--- src/rtl/ioblock_cfg_pkg.sv ---
// ============================================================================
// Module      : ioblock_cfg_pkg
// Description : Shared types and constants for the ioblock26 config sequencer.
// Revision    : 1.0 - initial release
// ============================================================================
`default_nettype none

package ioblock_cfg_pkg;

    localparam int CFG_BITS_PER_IO = 3;

    // TSMUX encodings; TS_DRIVE covers both 2'b10 and 2'b11
    localparam logic [1:0] TS_HIZ   = 2'b00;
    localparam logic [1:0] TS_CTRL  = 2'b01;
    localparam logic [1:0] TS_DRIVE = 2'b10;

    typedef enum logic [1:0] {
        IDLE    = 2'd0,
        SHIFT   = 2'd1,
        LATCH   = 2'd2,
        DONE_ST = 2'd3
    } cfg_state_t;

    function automatic logic ts_drives(input logic [1:0] ts);
        return ts[1];
    endfunction

endpackage

`default_nettype wire

--- src/rtl/ioblock_cfg_shadow.sv ---
// ============================================================================
// Module      : ioblock_cfg_shadow
// Description : NUM_IO x 3 shadow register file, one write port, bit-serial read.
// Revision    : 1.0 - initial release
// ============================================================================
`default_nettype none

module ioblock_cfg_shadow
    import ioblock_cfg_pkg::*;
#(
    parameter int NUM_IO = 8,
    parameter int AW     = 3,
    parameter int IW     = 5
) (
    input  logic                       IOCLK,
    input  logic                       IORSTN,
    input  logic                       i_wr_en,
    input  logic [AW-1:0]              i_wr_addr,
    input  logic [CFG_BITS_PER_IO-1:0] i_wr_data,
    input  logic [IW-1:0]              i_rd_idx,
    output logic                       o_rd_bit
);

    // Flat image: cell k occupies bits [3k+2:3k], so the highest cell sits at the MSBs
    logic [NUM_IO*CFG_BITS_PER_IO-1:0] w_flat;

    generate
        for (genvar gi = 0; gi < NUM_IO; gi++) begin : g_cell
            logic [CFG_BITS_PER_IO-1:0] r_word;

            always_ff @(posedge IOCLK or negedge IORSTN) begin
                if (!IORSTN) begin
                    r_word <= '0;
                end else if (i_wr_en && (i_wr_addr == AW'(gi))) begin
                    r_word <= i_wr_data;
                end
            end

            assign w_flat[gi*CFG_BITS_PER_IO +: CFG_BITS_PER_IO] = r_word;
        end
    endgenerate

    assign o_rd_bit = w_flat[i_rd_idx];

endmodule

`default_nettype wire

--- src/rtl/ioblock_cfg_ctrl.sv ---
// ============================================================================
// Module      : ioblock_cfg_ctrl
// Description : Shadow image + serial loader for a chain of ioblock26 I/O cells.
//               Optional readback of the old chain image: CFG_READBACK_EN.
// Revision    : 1.0 - initial release
// ============================================================================
`default_nettype none

module ioblock_cfg_ctrl
    import ioblock_cfg_pkg::*;
#(
    parameter int NUM_IO = 8,
    parameter int AW     = (NUM_IO > 1) ? $clog2(NUM_IO) : 1
) (
    input  logic                       IOCLK,
    input  logic                       IORSTN,
    input  logic                       WR_VALID,
    output logic                       WR_READY,
    input  logic [AW-1:0]              WR_ADDR,
    input  logic [CFG_BITS_PER_IO-1:0] WR_DATA,
    input  logic                       START,
    output logic                       BUSY,
    output logic                       DONE,
    output logic                       ADDR_ERR,
    output logic                       CFG_DOUT,
    output logic                       CFG_SHIFT,
    output logic                       CFG_LATCH,
`ifdef CFG_READBACK_EN
    input  logic [AW-1:0]              RB_ADDR,
    output logic [CFG_BITS_PER_IO-1:0] RB_DATA,
`endif
    input  logic                       CFG_DIN
);

    localparam int NB = NUM_IO * CFG_BITS_PER_IO;
    localparam int CW = $clog2(NB + 1);
    localparam logic [CW-1:0] c_last = CW'(NB - 1);

    cfg_state_t    r_state;
    logic [CW-1:0] r_cnt;
    logic          r_wr_ready, r_busy, r_done, r_addr_err;
    logic          r_dout, r_shift, r_latch;

    logic          w_wr_fire, w_addr_ok, w_shadow_we;
    logic [CW-1:0] w_cnt_nxt, w_rd_idx;
    logic          w_rd_bit, w_bit;

    assign w_wr_fire   = WR_VALID && r_wr_ready;
    assign w_addr_ok   = (32'(WR_ADDR) < 32'(NUM_IO));
    assign w_shadow_we = w_wr_fire && w_addr_ok;

    assign w_cnt_nxt = (r_state == IDLE) ? '0 : (r_cnt + 1'b1);
    assign w_rd_idx  = c_last - w_cnt_nxt;

    // The first bit leaves at the same edge a write may land; forward it
    assign w_bit = (w_shadow_we && (WR_ADDR == AW'(NUM_IO - 1)))
                 ? WR_DATA[CFG_BITS_PER_IO-1] : w_rd_bit;

    ioblock_cfg_shadow #(
        .NUM_IO (NUM_IO),
        .AW     (AW),
        .IW     (CW)
    ) u_shadow (
        .IOCLK     (IOCLK),
        .IORSTN    (IORSTN),
        .i_wr_en   (w_shadow_we),
        .i_wr_addr (WR_ADDR),
        .i_wr_data (WR_DATA),
        .i_rd_idx  (w_rd_idx),
        .o_rd_bit  (w_rd_bit)
    );

    always_ff @(posedge IOCLK or negedge IORSTN) begin
        if (!IORSTN) begin
            r_state    <= IDLE;
            r_cnt      <= '0;
            r_wr_ready <= 1'b1;
            r_busy     <= 1'b0;
            r_done     <= 1'b0;
            r_addr_err <= 1'b0;
            r_dout     <= 1'b0;
            r_shift    <= 1'b0;
            r_latch    <= 1'b0;
        end else begin
            r_addr_err <= w_wr_fire && !w_addr_ok;
            case (r_state)
                IDLE: begin
                    if (START) begin
                        r_state    <= SHIFT;
                        r_cnt      <= '0;
                        r_wr_ready <= 1'b0;
                        r_busy     <= 1'b1;
                        r_shift    <= 1'b1;
                        r_dout     <= w_bit;
                    end
                end
                SHIFT: begin
                    if (r_cnt == c_last) begin
                        r_state <= LATCH;
                        r_shift <= 1'b0;
                        r_dout  <= 1'b0;
                        r_latch <= 1'b1;
                    end else begin
                        r_cnt  <= w_cnt_nxt;
                        r_dout <= w_bit;
                    end
                end
                LATCH: begin
                    r_state <= DONE_ST;
                    r_latch <= 1'b0;
                    r_busy  <= 1'b0;
                    r_done  <= 1'b1;
                end
                DONE_ST: begin
                    r_state    <= IDLE;
                    r_done     <= 1'b0;
                    r_wr_ready <= 1'b1;
                end
                default: r_state <= IDLE;
            endcase
        end
    end

    assign WR_READY  = r_wr_ready;
    assign BUSY      = r_busy;
    assign DONE      = r_done;
    assign ADDR_ERR  = r_addr_err;
    assign CFG_DOUT  = r_dout;
    assign CFG_SHIFT = r_shift;
    assign CFG_LATCH = r_latch;

`ifdef CFG_READBACK_EN
    // Old chain image leaves the tail highest-cell-first, so shifting left
    // rebuilds the same flat layout as the shadow
    logic [NB-1:0] r_rb;

    always_ff @(posedge IOCLK or negedge IORSTN) begin
        if (!IORSTN) begin
            r_rb <= '0;
        end else if (r_state == SHIFT) begin
            r_rb <= {r_rb[NB-2:0], CFG_DIN};
        end
    end

    always_comb begin
        RB_DATA = '0;
        for (int i = 0; i < NUM_IO; i++) begin
            if (RB_ADDR == AW'(i)) begin
                RB_DATA = r_rb[i*CFG_BITS_PER_IO +: CFG_BITS_PER_IO];
            end
        end
    end
`else
    logic w_unused_din;
    assign w_unused_din = CFG_DIN;
`endif

endmodule

`default_nettype wire
--- config.mk ---
export PLATFORM = sky130hd
export DESIGN_NAME = ioblock_cfg_ctrl
export DESIGN_NICKNAME = d
export VERILOG_FILES = /design/src/rtl/ioblock_cfg_pkg.sv /design/src/rtl/ioblock_cfg_shadow.sv /design/src/rtl/ioblock_cfg_ctrl.sv
export SDC_FILE = /design/constraint.sdc
export NUM_CORES = 1
export LEC_CHECK = 0
export CORE_ASPECT_RATIO = 0.8
export CORE_MARGIN = 2
export CORE_UTILIZATION = 56
export CTS_CLUSTER_DIAMETER = 150
export DETAILED_ROUTE_END_ITERATION = 6
export HOLD_SLACK_MARGIN = 0.02
export PLACE_DENSITY = 0.75
export SLEW_MARGIN = 20
export SYNTH_ARGS = -nofsm -noshare
export SYNTH_HDL_FRONTEND = slang
export SYNTH_HIERARCHICAL = 1
export SYNTH_SLANG_ARGS = --single-unit
--- constraint.sdc ---
create_clock -name IOCLK -period 3.47 [get_ports IOCLK]
set_clock_uncertainty 0.1 [all_clocks]
set_input_delay 0.8675 -clock IOCLK [delete_from_list [all_inputs] [get_ports IOCLK]]
set_output_delay 0.8675 -clock IOCLK [all_outputs]
set_load 0.03 [all_outputs]
**Signal wires on met1**

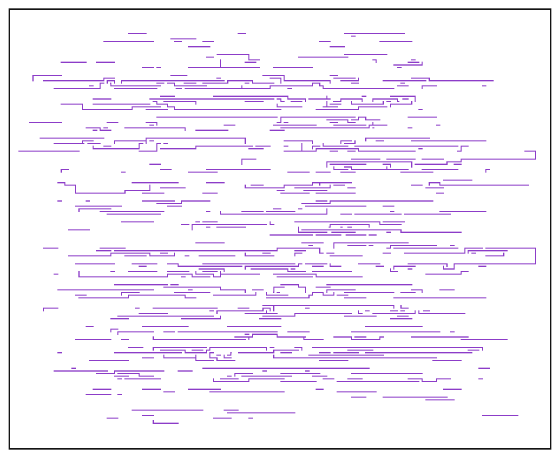
main direction: horizontal
nets with wire on the layer: 181
longest straight run: 22.1 um
detailed-route via count: 1321
detailed-route wire length: 3850 um
met1 Track Usage GR: 0.317

**Cell outlines without signal wires**

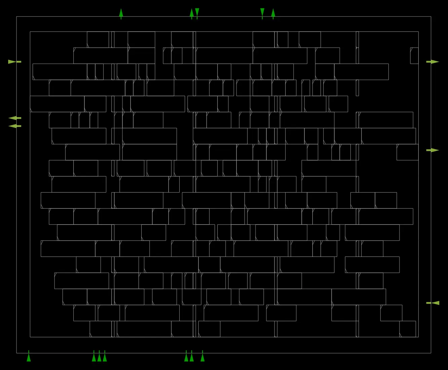
Seq Cell Count: 37
final std cells w/o fill: 225
count of standard-cell rows: 19
fillcell total: 277

**M2 wires**

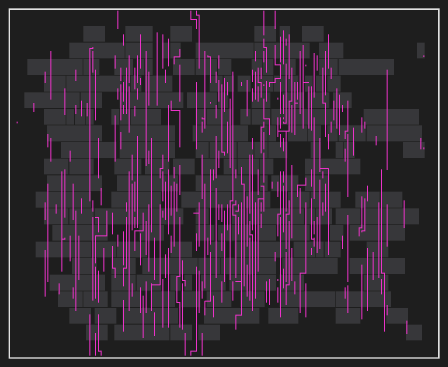
main direction: vertical
share of all routed wire: 45%
longest straight run: 25.0 um
wire length on this layer: 1730 um
met2 GRT Util: 0.327

==> reports/qor.rpt <==
==============================================================================
Result of the run                                                 finished, final reports clean
Vias per cell                                                             5.87
Power density over the cells                                       824 nW/um^2
Number of buffers on the longest clock path                                  2
Highest net fanout along the worst path                                     14
Pins Over Slew Limit                                                         0
Worst hold path depth                                                        2
Layout Nets                                                                198
Synth Net Count                                                            179
Root buf cell                                                         clkbuf_8
H-tree depth                                                                 2
Hold Crit Start                                                       CFG_DOUT
Post-synthesis cell count                                                  163
Startpoint type of the worst setup path                               register
Total GRT Usage                                                          0.219
Wire length of the first global-routing pass                           6710 um
Final Hold Vio Count                                                         0
Peak clock frequency supported by timing                             0.359 GHz
Crit path DRT                                                          3550 ps
Worst Reg-to-Reg Cells                                                       8
Post-synth ARST share                                                     1.00
Clock transition at path regs                                            70 ps
End point of the most critical hold path                              CFG_DOUT
Type of the worst setup path                                        reg -> reg
Tally of OpenROAD warnings                                                  30
Top Ports                                                                   18
DR DRC count                                                                 0
Most common cell after layout, fill and taps aside                     dfrtp_1
ANT cells                                                                    0
Yosys stat chip area                                                 1960 um^2
Area share of and/or/nand/nor cells after synthesis                      0.130
Pre-CTS setup slack                                                     667 ps
Fin Setup TNS                                                             0 ps
Cell seen most often among critical-path stages                       o311ai_1
Synth top cells by count                                          dfrtp_1, mux2_2, mux2i_1, nor2_1
Slack of the worst reg-to-reg path                                      680 ps
Gpl congestion                                                           0.881
Post-synthesis average cell area                                     12.0 um^2
Combinational gate area                                               968 um^2
Standard cell with the maximum stage delay on the critical path       nand2b_1
Via count of the first global-routing pass                                1364
Post-synthesis mux area share                                            0.240
Total power consumption of the routed design                           1.84 mW
Post-CTS Setup Bufs                                                          0
Clock tree from TritonCTS                                                built
Area of the chip                                                     4000 um^2
Detailed Place HPWL                                                    2720 um
Area of placed instances                                             2140 um^2
Slew at the pin with the worst max-slew slack                           512 ps
Adders+Majority by Area                                                 0.0319
Static leakage power                                                  0.967 nW
Resized Gates After CTS                                                      0
Post-route cell area                                                 2240 um^2
Max Cap Viol                                                                 0
Crit share post-route                                                    0.803
CP endpoint kind                                                      register
Launching point of the worst reg2reg path                           r_state[0]
Unrepaired setup endpoints after global routing                             no
Ao+oa area frac                                                         0.0714
Post-synth top area share                                                0.459
Final critical delay including setup and external delays               2790 ps
Number of enable flip-flop cells                                             0
Comb area leader                                                  multiplexers
Routing layer with the top usage in global route                          met2
Clock buffer count from CTS                                                  5
Biggest cell delay along the critical path                              480 ps
Sequential cell area                                                  927 um^2
Setup violation total in the final timing report                             0
Floorplan core density                                                   0.577
==============================================================================
## routing by layer
metal / share of wire / routed length (um) / up-vias
li1: - / - / 627
met1: 0.50 / 1940 / 662
met2: 0.45 / 1730 / 28
met3: 0.038 / 146 / 4
met4: 0.0078 / 30 / 0
met5: 0 / 0 / -
## cell type report
cell class	instances	area share
inverters	6	0.0101
clock inverters	1	0.00224
multi-input cells	115	0.433
well taps	42	0.0235
clock buffers	7	0.0431
repair buffers	17	0.0738
flip-flops and latches	37	0.414
## how the worst max path moves through the flow
| stage | to | start | cells past startpoint | slack (ps) |
|---|---|---|---|---|
| final | CFG_DOUT | r_state[0] | 8 | 680 |
| after global routing | CFG_DOUT | r_state[1] | 8 | 480 |
| after CTS | CFG_DOUT | r_state[0] | 8 | 700 |
| after detailed placement | u_shadow/g_cell[1].r_word[1] | WR_VALID | 5 | 670 |
| after global placement | u_shadow/g_cell[1].r_word[2] | WR_VALID | 5 | 720 |
| after floorplan | CFG_DOUT | r_state[0] | 11 | 1030 |
## flip-flops by register name (all words and copies together) (netlist names)
register                cells
u_shadow/g_cell.r_word     24
r_cnt                       5
r_state                     2
BUSY                        1
CFG_DOUT                    1
CFG_LATCH                   1
CFG_SHIFT                   1
DONE                        1
WR_READY                    1
## report_power, final
part	switching [mW]	internal (mW)	total (mW)
Combinational	0.396	0.394	0.790
Sequential	0.112	0.609	0.720
Clock	0.153	0.179	0.332
## worst max-delay path, delay by kind of cell (launching register included)
family,cells,cell delay (ps)
multiplexers,2,600
AND-OR/OR-AND,3,490
AND/OR/NAND/NOR,1,480
adder cells (fa/ha/maj),1,460
flip-flops,1,420
buffers and inverters,1,110
No activity file was given, so power comes from the tool's default toggle rates.
